==> run_1/final_placement.png <==
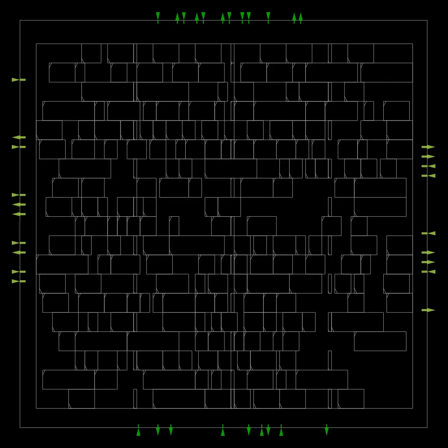
==> run_1/zoom.png <==
Region (14, 14) to (44, 44) um. Cells in grey, sequential cells in the stronger grey; small squares are vias.
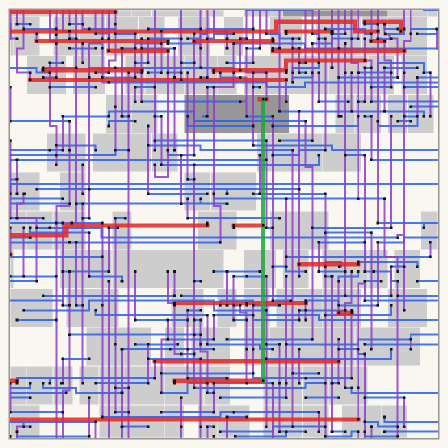
==> run_1/metal_stack.png <==
(6 px per um) Two of the layers only.
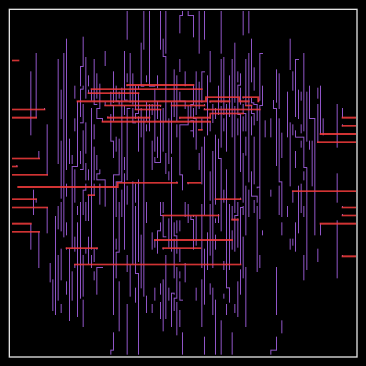
==> run_1/wire_density.png <==
(4 px per um) The die is cut into 12 by 12 equal tiles; dark purple is low, yellow is high, scaled to the fullest tile. Values are wire area over tile area, all layers added.
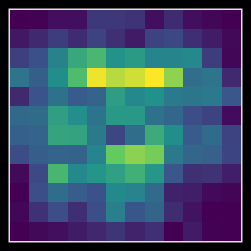
==> config.mk <==
export PLATFORM = sky130hd
export DESIGN_NAME = countdown_timer
export DESIGN_NICKNAME = d
export VERILOG_FILES = /design/src/rtl/countdown_timer.sv
export SDC_FILE = /design/constraint.sdc
export NUM_CORES = 1
export LEC_CHECK = 0
export CORE_MARGIN = 2
export CORE_UTILIZATION = 47
export CTS_CLUSTER_DIAMETER = 120
export DETAILED_ROUTE_END_ITERATION = 8
export PLACE_DENSITY = 0.8
export SYNTH_ARGS = -nofsm -noshare
export SYNTH_HDL_FRONTEND = slang
export SYNTH_SLANG_ARGS = --single-unit
export TNS_END_PERCENT = 5
==> constraint.sdc <==
create_clock -name clk -period 2.43 [get_ports clk]
set_input_delay 0.243 -clock clk [delete_from_list [all_inputs] [get_ports clk]]
set_output_delay 0.243 -clock clk [all_outputs]
set_load 0.05 [all_outputs]
==> flow_metrics.env, run 1 <==
# yosys + openroad results
export IMPL_status="completed"
export IMPL_htree_levels=1
export IMPL_place_area_um2=1764
export IMPL_fin_area_um2=1794
export IMPL_cap_violations=0
export IMPL_power_switching_mw=0.3410
export IMPL_syn_inst=172
export IMPL_async_reset_ff_share_pct=0
export IMPL_largest_register_ffs=16
export IMPL_slowest_stage="a211oi_2"
export IMPL_post_route_period_util_pct=87.14
export IMPL_ys_warn_count=0
export IMPL_r2r_slack_ns=0.31
export IMPL_hold_depth=3
export IMPL_critical_path_endpoint_type="flip-flop"
export IMPL_hold_buffers=0
export IMPL_yosys_cells=172
export IMPL_ys_sh_xor_pct=1.292
export IMPL_cts_setup_buffers=0
export IMPL_internal_power_mw=0.5310
export IMPL_inverters=8
export IMPL_avgSynthCellArea_um2=7.885
export IMPL_ys_seq_share_pct=28.04
export IMPL_hold_viol=0
export IMPL_met2WireLength_um=1920
export IMPL_dieArea_um2=3332
export IMPL_topCellsByArea="dfxtp_1 28%, a21oi_1 6.6%, o211ai_1 3.9%"
export IMPL_dp_hpwl_um=3056
export IMPL_grt_max_degree=19
export IMPL_fin_crit_ns=2.117
export IMPL_crit_arrival_ns=2.35
export IMPL_met1Wirelength_um=1790
export IMPL_dominant_cells="logic gates"
export IMPL_seq_power_mw=0.359
export IMPL_use_met1_pct=36.55
export IMPL_slew_headroom_pct=54.55
export IMPL_fmax_mhz=472.3
export IMPL_syn_area_um2=1356
export IMPL_syn2layout_area_growth_pct=32.29
export IMPL_antenna_found_initial=0
export IMPL_vias_per_cell=6.241
export IMPL_comb_share_pct=49.23
About final_placement.png:
final instance count without filler cells: 241
Seq cells: 19
Core ar.: 2758 um2

About zoom.png:
layer	colour
met3	red
met4	green
met1	blue
met2	purple
sequential cells in the window	1
most frequent	a21oi_1 (13), nor2_1 (6)
cells with their middle in the window	83

About metal_stack.png:
layer	colour	wire length
met2	purple	1,920 um
met3	red	312 um
vias: 1,504
wire length per cell after detailed routing: 16.86 um
Total Routing Usage GR: 25.45%
drt total wl: 4064 um

About wire_density.png:
mean over tiles	0.20
fullest tile	0.67
densest ninth of the die	middle
emptiest ninth of the die	bottom right
tiles over half the peak	17%

==> run_1/gate_families.png <==
(6 px per um)
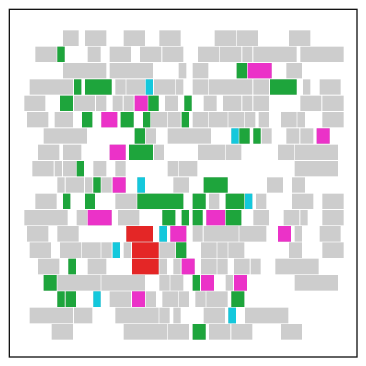

--- run 2 (diff from run 1) ---
--- a/config.mk
+++ b/config.mk
@@ -7,8 +7,9 @@
 export LEC_CHECK = 0
 export CORE_MARGIN = 2
-export CORE_UTILIZATION = 47
+export CORE_UTILIZATION = 62
 export CTS_CLUSTER_DIAMETER = 120
 export DETAILED_ROUTE_END_ITERATION = 8
-export PLACE_DENSITY = 0.8
+export DONT_BUFFER_PORTS = 1
+export PLACE_DENSITY = 0.78
 export SYNTH_ARGS = -nofsm -noshare
 export SYNTH_HDL_FRONTEND = slang
==> constraint.sdc (replaced) <==
create_clock -name clk -period 2.43 [get_ports clk]
set_input_delay 0.243 -clock clk [delete_from_list [all_inputs] [get_ports clk]]
set_output_delay 0.243 -clock clk [all_outputs]
set_load 0.02 [all_outputs]
==> run_2/gate_families.png <==
(8 px per um)
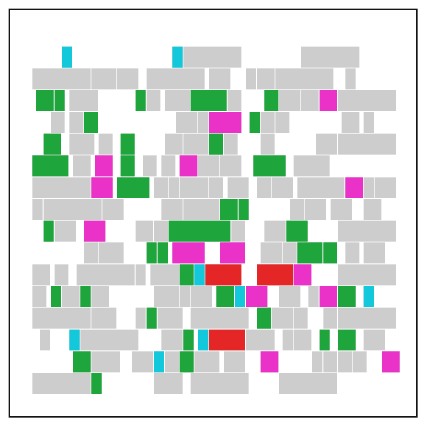
family	colour	cells
NOR gates	green	36
AND and OR gates	magenta	14
adder and majority cells	red	3
inverters	cyan	8
most numerous logic cell after layout: dfxtp_1
final instance count without filler cells: 203

==> run 2 against run 1 <==
  * Synthesized cell count stayed put
  * Combinational power is 35% lower
  * Sequential cell count stayed put
  * Highest routed layer unchanged
==> flow_metrics.env, run 2 <==
# yosys + openroad results
export IMPL_syn_area_um2=1356
export IMPL_dominant_cells="logic gates"
export IMPL_hold_viol=0
export IMPL_cts_setup_buffers=0
export IMPL_inverters=8
export IMPL_critical_path_endpoint_type="flip-flop"
export IMPL_seq_power_mw=0.372
export IMPL_slowest_stage="nor4_2"
export IMPL_avgSynthCellArea_um2=7.885
export IMPL_grt_use_total_pct=31.31
export IMPL_antenna_found_initial=0
export IMPL_slew_headroom_pct=61.29
export IMPL_vias_per_cell=6.823
export IMPL_met2WireLength_um=1795
export IMPL_use_met1_pct=41.91
export IMPL_ys_seq_share_pct=28.04
export IMPL_yosys_cells=172
export IMPL_fin_area_um2=1438
export IMPL_comb_share_pct=61.18
export IMPL_syn2layout_area_growth_pct=5.996
export IMPL_async_reset_ff_share_pct=0
export IMPL_hold_depth=1
export IMPL_fp_util_pct=67.08
export IMPL_dr_total_vias=1385
export IMPL_syn_inst=172
export IMPL_tool_warnings=29
export IMPL_met1Wirelength_um=1642
export IMPL_fmax_mhz=448.8
export IMPL_nFlopsAndLatches=19
export IMPL_status="completed"
export IMPL_cap_violations=0
export IMPL_crit_arrival_ns=2.43
export IMPL_reg2reg_depth=5
export IMPL_ys_warn_count=0
export IMPL_r2r_slack_ns=0.20
export IMPL_finalWirelength_um=3753
export IMPL_hold_buffers=1
export IMPL_htree_levels=1
export IMPL_power_switching_mw=0.2799
export IMPL_largest_register_ffs=16
export IMPL_wl_per_cell_um=18.49
export IMPL_ys_sh_xor_pct=1.292
export IMPL_topCellsByArea="dfxtp_1 28%, a21oi_1 6.6%, o211ai_1 3.9%"
export IMPL_post_route_period_util_pct=91.70
export IMPL_p_comb_share_pct=29.4
export IMPL_dp_slack_ns=0.2665
export IMPL_dp_hpwl_um=2616
==> run_2/final_placement.png <==
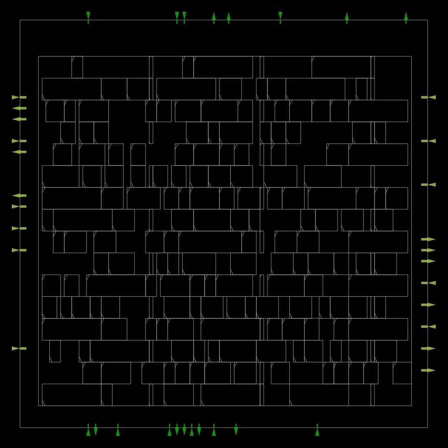
Core ar.: 2022 um2
Seq/total area: 26.46%
filler instances: 172

Power figures rest on the tool's default switching activity, not on a simulated workload.
